`src/rtl/mem_arbiter_if.sv`:
```
// Requester-side bus of the memory arbiter: req/ack handshake with
// optional burst lock, byte address, write data and registered read data.
interface mem_arbiter_if #(
  parameter int ADDR_W = 32,
  parameter int DATA_W = 32
) ();
  logic              req;
  logic              lock;
  logic              we;
  logic [ADDR_W-1:0] addr;
  logic [DATA_W-1:0] wdata;
  logic              ack;
  logic              err;
  logic [DATA_W-1:0] rdata;

  // Requester drives the command, arbiter returns the completion
  modport master (
    output req, lock, we, addr, wdata,
    input  ack, err, rdata
  );

  // Arbiter view of a requester
  modport slave (
    input  req, lock, we, addr, wdata,
    output ack, err, rdata
  );
endinterface

```
`src/rtl/mem_arbiter.sv`:
```
// Two-port round-robin arbiter in front of a single-ported unified memory.
// Each transaction takes ACCESS (memory cycle) then RESP (ack pulse); a port
// holding lock may keep the grant for up to MAX_BURST consecutive accesses.
module mem_arbiter #(
  parameter int ADDR_W      = 32,
  parameter int DATA_W      = 32,
  parameter int MAX_BURST   = 4,
  parameter bit CHECK_ALIGN = 1'b1
) (
  input  logic              clk,
  input  logic              rst_n,
  mem_arbiter_if.slave      m0,
  mem_arbiter_if.slave      m1,
  output logic [ADDR_W-1:0] mem_A,
  output logic [DATA_W-1:0] mem_WD,
  output logic              mem_WE,
  input  logic [DATA_W-1:0] mem_RD,
  output logic              busy,
  output logic              grant_id
);

  localparam int CNT_W = $clog2(MAX_BURST + 1);
  localparam logic [CNT_W-1:0] MAX_CNT = CNT_W'(MAX_BURST);
  localparam logic [CNT_W-1:0] CNT_ONE = CNT_W'(1);

  typedef enum logic [1:0] {
    ST_IDLE   = 2'd0,
    ST_ACCESS = 2'd1,
    ST_RESP   = 2'd2
  } state_t;

  // Both requesters flattened into index-able vectors so the granted port
  // can be selected with gnt_q directly
  logic [1:0]             req_in;
  logic [1:0]             lock_in;
  logic [1:0]             we_in;
  logic [1:0][ADDR_W-1:0] addr_in;
  logic [1:0][DATA_W-1:0] wdata_in;
  logic [1:0]             ack_out;
  logic [1:0]             err_out;
  logic [1:0][DATA_W-1:0] rdata_out;

  assign req_in   = {m1.req,   m0.req};
  assign lock_in  = {m1.lock,  m0.lock};
  assign we_in    = {m1.we,    m0.we};
  assign addr_in  = {m1.addr,  m0.addr};
  assign wdata_in = {m1.wdata, m0.wdata};

  assign m0.ack   = ack_out[0];
  assign m0.err   = err_out[0];
  assign m0.rdata = rdata_out[0];
  assign m1.ack   = ack_out[1];
  assign m1.err   = err_out[1];
  assign m1.rdata = rdata_out[1];

  state_t           state_q, state_d;
  logic             gnt_q, gnt_d;
  logic [CNT_W-1:0] burst_cnt_q, burst_cnt_d;
  logic             err_q, err_d;

  logic              in_access;
  logic              sel_we;
  logic [ADDR_W-1:0] sel_addr;
  logic [DATA_W-1:0] sel_wdata;
  logic              sel_misalign;
  logic              burst_continue;

  // Round-robin pick: a lone requester wins, a tie goes to the port that
  // was not granted last
  function automatic logic rr_pick(input logic [1:0] r, input logic last);
    logic pick;
    if (r[0] && r[1]) begin
      pick = ~last;
    end else if (r[1]) begin
      pick = 1'b1;
    end else begin
      pick = 1'b0;
    end
    return pick;
  endfunction

  assign in_access    = (state_q == ST_ACCESS);
  assign sel_we       = we_in[gnt_q];
  assign sel_addr     = addr_in[gnt_q];
  assign sel_wdata    = wdata_in[gnt_q];
  assign sel_misalign = CHECK_ALIGN && (sel_addr[1:0] != 2'b00);

  // The locked port keeps the bus while it still asks and has burst budget left
  assign burst_continue = lock_in[gnt_q] && req_in[gnt_q] && (burst_cnt_q < MAX_CNT);

  // Next state, grant and burst count
  always_comb begin
    state_d     = state_q;
    gnt_d       = gnt_q;
    burst_cnt_d = burst_cnt_q;
    err_d       = err_q;
    case (state_q)
      ST_IDLE: begin
        if (req_in != 2'b00) begin
          gnt_d       = rr_pick(req_in, gnt_q);
          burst_cnt_d = CNT_ONE;
          state_d     = ST_ACCESS;
        end
      end
      ST_ACCESS: begin
        // The error flag belongs to this access and is shown with its ack
        err_d   = sel_misalign;
        state_d = ST_RESP;
      end
      ST_RESP: begin
        if (burst_continue) begin
          burst_cnt_d = burst_cnt_q + CNT_ONE;
          state_d     = ST_ACCESS;
        end else if (req_in != 2'b00) begin
          // Cap reached or no lock: normal arbitration, which re-grants the
          // same port with a fresh count when the other one is quiet
          gnt_d       = rr_pick(req_in, gnt_q);
          burst_cnt_d = CNT_ONE;
          state_d     = ST_ACCESS;
        end else begin
          state_d = ST_IDLE;
        end
      end
      default: begin
        state_d = ST_IDLE;
      end
    endcase
  end

  // Control registers; grant resets to port 1 so port 0 wins the first tie
  always_ff @(posedge clk or negedge rst_n) begin
    if (!rst_n) begin
      state_q     <= ST_IDLE;
      gnt_q       <= 1'b1;
      burst_cnt_q <= '0;
      err_q       <= 1'b0;
    end else begin
      state_q     <= state_d;
      gnt_q       <= gnt_d;
      burst_cnt_q <= burst_cnt_d;
      err_q       <= err_d;
    end
  end

  // Memory port decode: only an aligned access in ACCESS reaches memory,
  // and an async reset drops mem_WE at once because state_q leaves ACCESS
  always_comb begin
    mem_A  = '0;
    mem_WD = '0;
    mem_WE = 1'b0;
    if (in_access && !sel_misalign) begin
      mem_A  = sel_addr;
      mem_WD = sel_wdata;
      mem_WE = sel_we;
    end
  end

  for (genvar gi = 0; gi < 2; gi++) begin : g_port
    logic [DATA_W-1:0] rdata_q, rdata_d;

    // Capture memory data only for this port's own aligned read
    always_comb begin
      rdata_d = rdata_q;
      if (in_access && (gnt_q == 1'(gi)) && !sel_we && !sel_misalign) begin
        rdata_d = mem_RD;
      end
    end

    // Read data holds between acks
    always_ff @(posedge clk or negedge rst_n) begin
      if (!rst_n) begin
        rdata_q <= '0;
      end else begin
        rdata_q <= rdata_d;
      end
    end

    assign rdata_out[gi] = rdata_q;
    assign ack_out[gi]   = (state_q == ST_RESP) && (gnt_q == 1'(gi));
    assign err_out[gi]   = ack_out[gi] && err_q;
  end

  assign busy     = (state_q != ST_IDLE);
  assign grant_id = gnt_q;

endmodule

```
`src/flat_wrapper.sv`:
```
// flat-port wrapper written by rule: the top's interface ports become plain ports
module mem_arbiter_flat 
#(
  parameter int ADDR_W      = 32,
  parameter int DATA_W      = 32,
  parameter int MAX_BURST   = 4,
  parameter bit CHECK_ALIGN = 1'b1
)
  (clk, rst_n, mem_A, mem_WD, mem_WE, mem_RD, busy, grant_id, m0_req, m0_lock, m0_we, m0_addr, m0_wdata, m0_ack, m0_err, m0_rdata, m1_req, m1_lock, m1_we, m1_addr, m1_wdata, m1_ack, m1_err, m1_rdata);
  mem_arbiter_if #(.ADDR_W(ADDR_W), .DATA_W(DATA_W)) m0_i ();
  mem_arbiter_if #(.ADDR_W(ADDR_W), .DATA_W(DATA_W)) m1_i ();
  input  logic clk;
  input  logic rst_n;
  output logic [ADDR_W-1:0] mem_A;
  output logic [DATA_W-1:0] mem_WD;
  output logic mem_WE;
  input  logic [DATA_W-1:0] mem_RD;
  output logic busy;
  output logic grant_id;
  input wire logic [$bits(m0_i.req)-1:0] m0_req;
  input wire logic [$bits(m0_i.lock)-1:0] m0_lock;
  input wire logic [$bits(m0_i.we)-1:0] m0_we;
  input wire logic [$bits(m0_i.addr)-1:0] m0_addr;
  input wire logic [$bits(m0_i.wdata)-1:0] m0_wdata;
  output wire logic [$bits(m0_i.ack)-1:0] m0_ack;
  output wire logic [$bits(m0_i.err)-1:0] m0_err;
  output wire logic [$bits(m0_i.rdata)-1:0] m0_rdata;
  input wire logic [$bits(m1_i.req)-1:0] m1_req;
  input wire logic [$bits(m1_i.lock)-1:0] m1_lock;
  input wire logic [$bits(m1_i.we)-1:0] m1_we;
  input wire logic [$bits(m1_i.addr)-1:0] m1_addr;
  input wire logic [$bits(m1_i.wdata)-1:0] m1_wdata;
  output wire logic [$bits(m1_i.ack)-1:0] m1_ack;
  output wire logic [$bits(m1_i.err)-1:0] m1_err;
  output wire logic [$bits(m1_i.rdata)-1:0] m1_rdata;
  assign m0_i.req = m0_req;
  assign m0_i.lock = m0_lock;
  assign m0_i.we = m0_we;
  assign m0_i.addr = m0_addr;
  assign m0_i.wdata = m0_wdata;
  assign m0_ack = m0_i.ack;
  assign m0_err = m0_i.err;
  assign m0_rdata = m0_i.rdata;
  assign m1_i.req = m1_req;
  assign m1_i.lock = m1_lock;
  assign m1_i.we = m1_we;
  assign m1_i.addr = m1_addr;
  assign m1_i.wdata = m1_wdata;
  assign m1_ack = m1_i.ack;
  assign m1_err = m1_i.err;
  assign m1_rdata = m1_i.rdata;
  mem_arbiter #(.ADDR_W(ADDR_W), .DATA_W(DATA_W), .MAX_BURST(MAX_BURST), .CHECK_ALIGN(CHECK_ALIGN)) u_core (.clk(clk), .rst_n(rst_n), .m0(m0_i), .m1(m1_i), .mem_A(mem_A), .mem_WD(mem_WD), .mem_WE(mem_WE), .mem_RD(mem_RD), .busy(busy), .grant_id(grant_id));
endmodule
```
`config.mk`:
```
export PLATFORM = sky130hd
export DESIGN_NAME = mem_arbiter_flat
export DESIGN_NICKNAME = d
export VERILOG_FILES = /design/src/rtl/mem_arbiter_if.sv /design/src/rtl/mem_arbiter.sv /design/src/flat_wrapper.sv
export SDC_FILE = /design/constraint.sdc
export NUM_CORES = 1
export LEC_CHECK = 0
export ABC_AREA = 1
export CORE_AREA = 2 2 116 118
export CTS_CLUSTER_DIAMETER = 40
export CTS_CLUSTER_SIZE = 30
export DETAILED_ROUTE_END_ITERATION = 16
export DIE_AREA = 0 0 118 120
export PLACE_DENSITY = 0.73
export SLEW_MARGIN = 20
export SYNTH_ARGS = -nofsm -noshare
export SYNTH_HDL_FRONTEND = slang
export SYNTH_SLANG_ARGS = --single-unit
```
`constraint.sdc`:
```
create_clock -name clk -period 4.48 [get_ports clk]
set_input_delay 1.12 -clock clk [delete_from_list [all_inputs] [get_ports clk]]
set_output_delay 1.12 -clock clk [all_outputs]
set_load 0.01 [all_outputs]
```
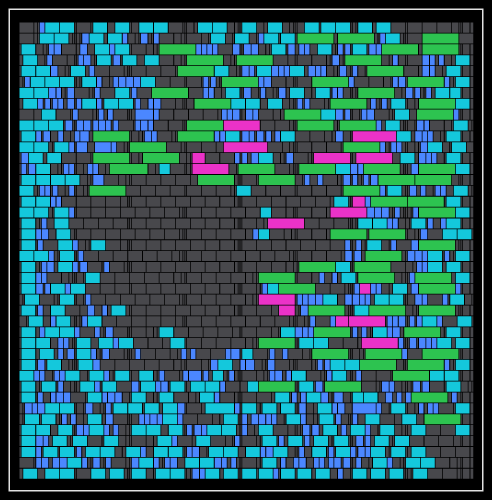
Figure 1: run 1, cell classes on the final placement.
Drawn at 4 px/micron. Fill, decap, tap and diode cells in grey.
Key: green = flip-flops [cells 71]; cyan = other buffers and delay cells [cells 309]; magenta = clock drivers and dummy loads [cells 16]; blue = all other logic [cells 430]

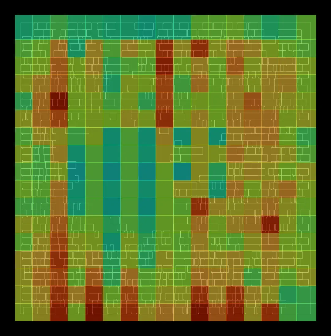
Figure 2: run 1, routing congestion map.
M1 GR Usage: 25.6%
WL per Instance: 15.1 microns
post-layout util: 55.8%
grt peak-use layer: met2

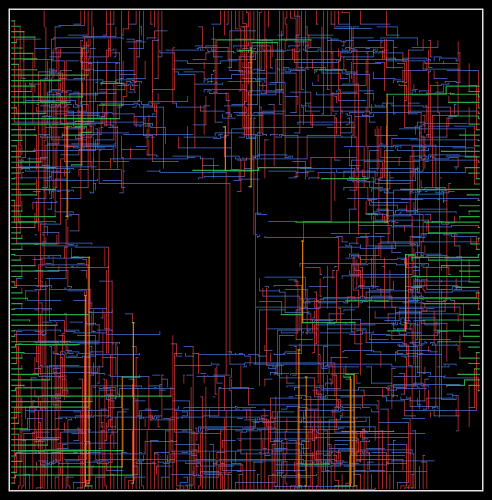
Figure 3: run 1, metal layers overlaid.
Drawn at 4 px/micron.
Key: green = met3 [wire length 1190 microns]; blue = met1 [wire length 6210 microns]; orange = met4 [wire length 452 microns]; red = met2 [wire length 7270 microns]

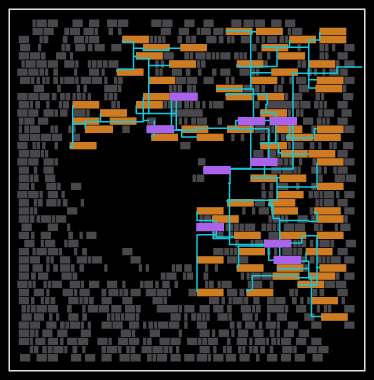
Figure 4: run 1, routed clock nets over the placement.
Drawn at 3 px/micron.
Key: cyan = clock wires [length 917 microns]; orange = flip-flops [count 71]; purple = cells driving clock nets [count 9]
There are 10 routed clock nets.

==> flow_metrics.py, run 1 <==
# Flow results
metrics = {
    "die": {
        "tap-cell-count": 176,
        "fp.dieW_microns": 118,
        "placementRows": 42,
        "core-area_sq_um": 13000,
    },
    "cts": {
        "cts_hold_buf": 0,
        "postCtsSetupRepairBufs": 0,
        "path_clk_slew_ps": 60,
        "clkLatencyLatePin_ps": 330,
    },
    "yosys": {
        "yosys_warnings": 0,
        "top_cell_area_share_pct": 45.9,
        "ys_sh_simple_pct": 36.9,
        "yosys_cells": 542,
        "synth-main-ff-cell": "dfrtp_1",
        "synth-xor-area-share_pct": 0,
        "synth_area_leader_cell": "dfrtp_1",
        "ys_seq_share_pct": 46.5,
    },
    "grt": {
        "antenna_found_initial": 0,
    },
    "cells_and_area": {
        "flop-count": 71,
        "final_nets": 990,
        "n_clock_buffer": 9,
    },
    "power": {
        "pwr_density_cell_nw_per_um2": 439,
        "comb_power_mw": 1.38,
    },
    "hold_path": {
        "hp-start": "u_core.m1.rdata[0]",
        "hold_path_class": "register to register",
    },
    "worst_setup_path": {
        "rr_endpoint": "u_core.m0.rdata[3]",
    },
    "job": {
        "warnings": 26,
        "drv_cap": 0,
    },
    "detailed_routing": {
        "dr_wl_met3_microns": 1190,
    },
    "sta": {
        "rsz0062_at_grt": "no",
    },
    "placed_design": {
        "hpwl_microns": 11500,
    },
    "outcome": {
        "status": "completed",
    },
}
run 1: stage by stage:
stage / utilization (%) / hold slack [ps] / setup slack (ps) / std cells / cell area [sq um]
after global placement: 53.2 / 453 / 308 / 986 / 6910
after CTS: 55.8 / 472 / 294 / 1002 / 7240
after detailed placement: 53.2 / 457 / 307 / 986 / 6910
after global routing: 55.8 / 488 / 170 / 1002 / 7240
after floorplan: - / 454 / 1470 / 543 / 3820
final: 55.8 / 466 / 306 / 1002 / 7240
run 1: critical path: stages:
cell and delay, ps:
clkdlybuf4s50_1 410, nor2_1 120, nand2_1 90, o21ai_4 70, nand2_2 190, buf_12 250, a21oi_1 200, clkdlybuf4s50_1 570
==> inputs of run 2 (changes only) <==
CTS_CLUSTER_DIAMETER = 80   (was 40)
==> run 2 against run 1 <==
Maximum frequency unchanged; final cell count unchanged; first-iteration DRC count unchanged.
==> flow_metrics.py, run 2 <==
# Flow results
metrics = {
    "placed_design": {
        "dp_cells": 986,
        "place_area_sq_um": 6910,
        "place_ws_ps": 307,
    },
    "yosys": {
        "synth-main-ff-cell": "dfrtp_1",
        "top_cell_area_share_pct": 45.9,
        "ys_seq_share_pct": 46.5,
        "synth-xor-area-share_pct": 0,
        "yosys_cells": 542,
        "yosys_warnings": 0,
    },
    "hold_path": {
        "hp-start": "u_core.m1.rdata[0]",
    },
    "cells_and_area": {
        "n_clock_buffer": 9,
        "flop-count": 71,
    },
    "power": {
        "pwr_density_cell_nw_per_um2": 439,
    },
    "grt": {
        "grt-busiest-layer": "met2",
    },
    "die": {
        "fp.dieW_microns": 118,
    },
    "cts": {
        "postCtsSetupRepairBufs": 0,
    },
    "detailed_routing": {
        "dr_wl_met3_microns": 1190,
    },
    "sta": {
        "hold_ws_ps": 466,
        "rsz0062_at_grt": "no",
    },
    "worst_setup_path": {
        "cp_slowest_stage_delay_ps": 570,
        "slowest_stage": "clkdlybuf4s50_1",
    },
    "outcome": {
        "status": "completed",
    },
}
## run 2: worst register-to-register path: stages (launching register included)
cell	delay, ps
dfstp_2	390
inv_2	80
buf_4	520
nand2_1	140
nor2_2	630
nand2_1	100
buf_4	280
nand2_1	120
nand2_1	60
## run 2: power by group through the flow
stage	Sequential (mW)	Combinational [mW]	Clock, mW
3_5_place_dp	1.02	1.40	0
2_1_floorplan	1.13	0.457	0
3_3_place_gp	1.02	1.38	0
6_report	1.01	1.38	0.780
4_1_cts	1.02	1.40	0.797
5_1_grt	1.05	1.51	0.826
## run 2: kinds of logic after synthesis
family,count (synthesis)
AND-OR/OR-AND,70
buffers and inverters,51
AND/OR/NAND/NOR,348
flip-flops,71
adder cells (fa/ha/maj),1
other,1
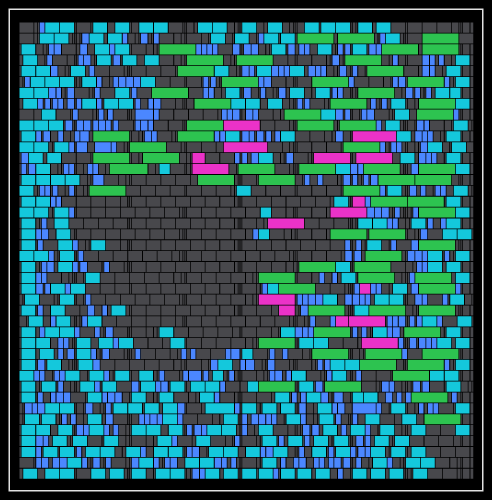
Figure 5: run 2, cell classes on the final placement.
Drawn at 4 px/micron. Fill, decap, tap and diode cells in grey.
Key: cyan = other buffers and delay cells [cells 309]; magenta = clock drivers and dummy loads [cells 16]; green = flip-flops [cells 71]; blue = all other logic [cells 430]
Final Cell Area: 7240 sq um
Core ar.: 13000 sq um
FP Rows: 42

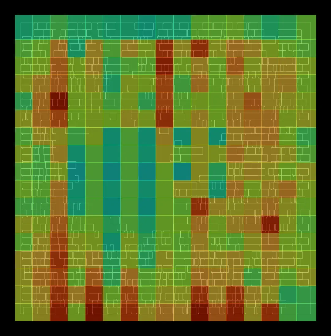
Figure 6: run 2, routing congestion map.
met3 usage: 5.66%
GRT Util Overall: 21.1%
met2 Track Usage GR: 36.0%

No activity file was given, so power comes from the tool's default toggle rates.
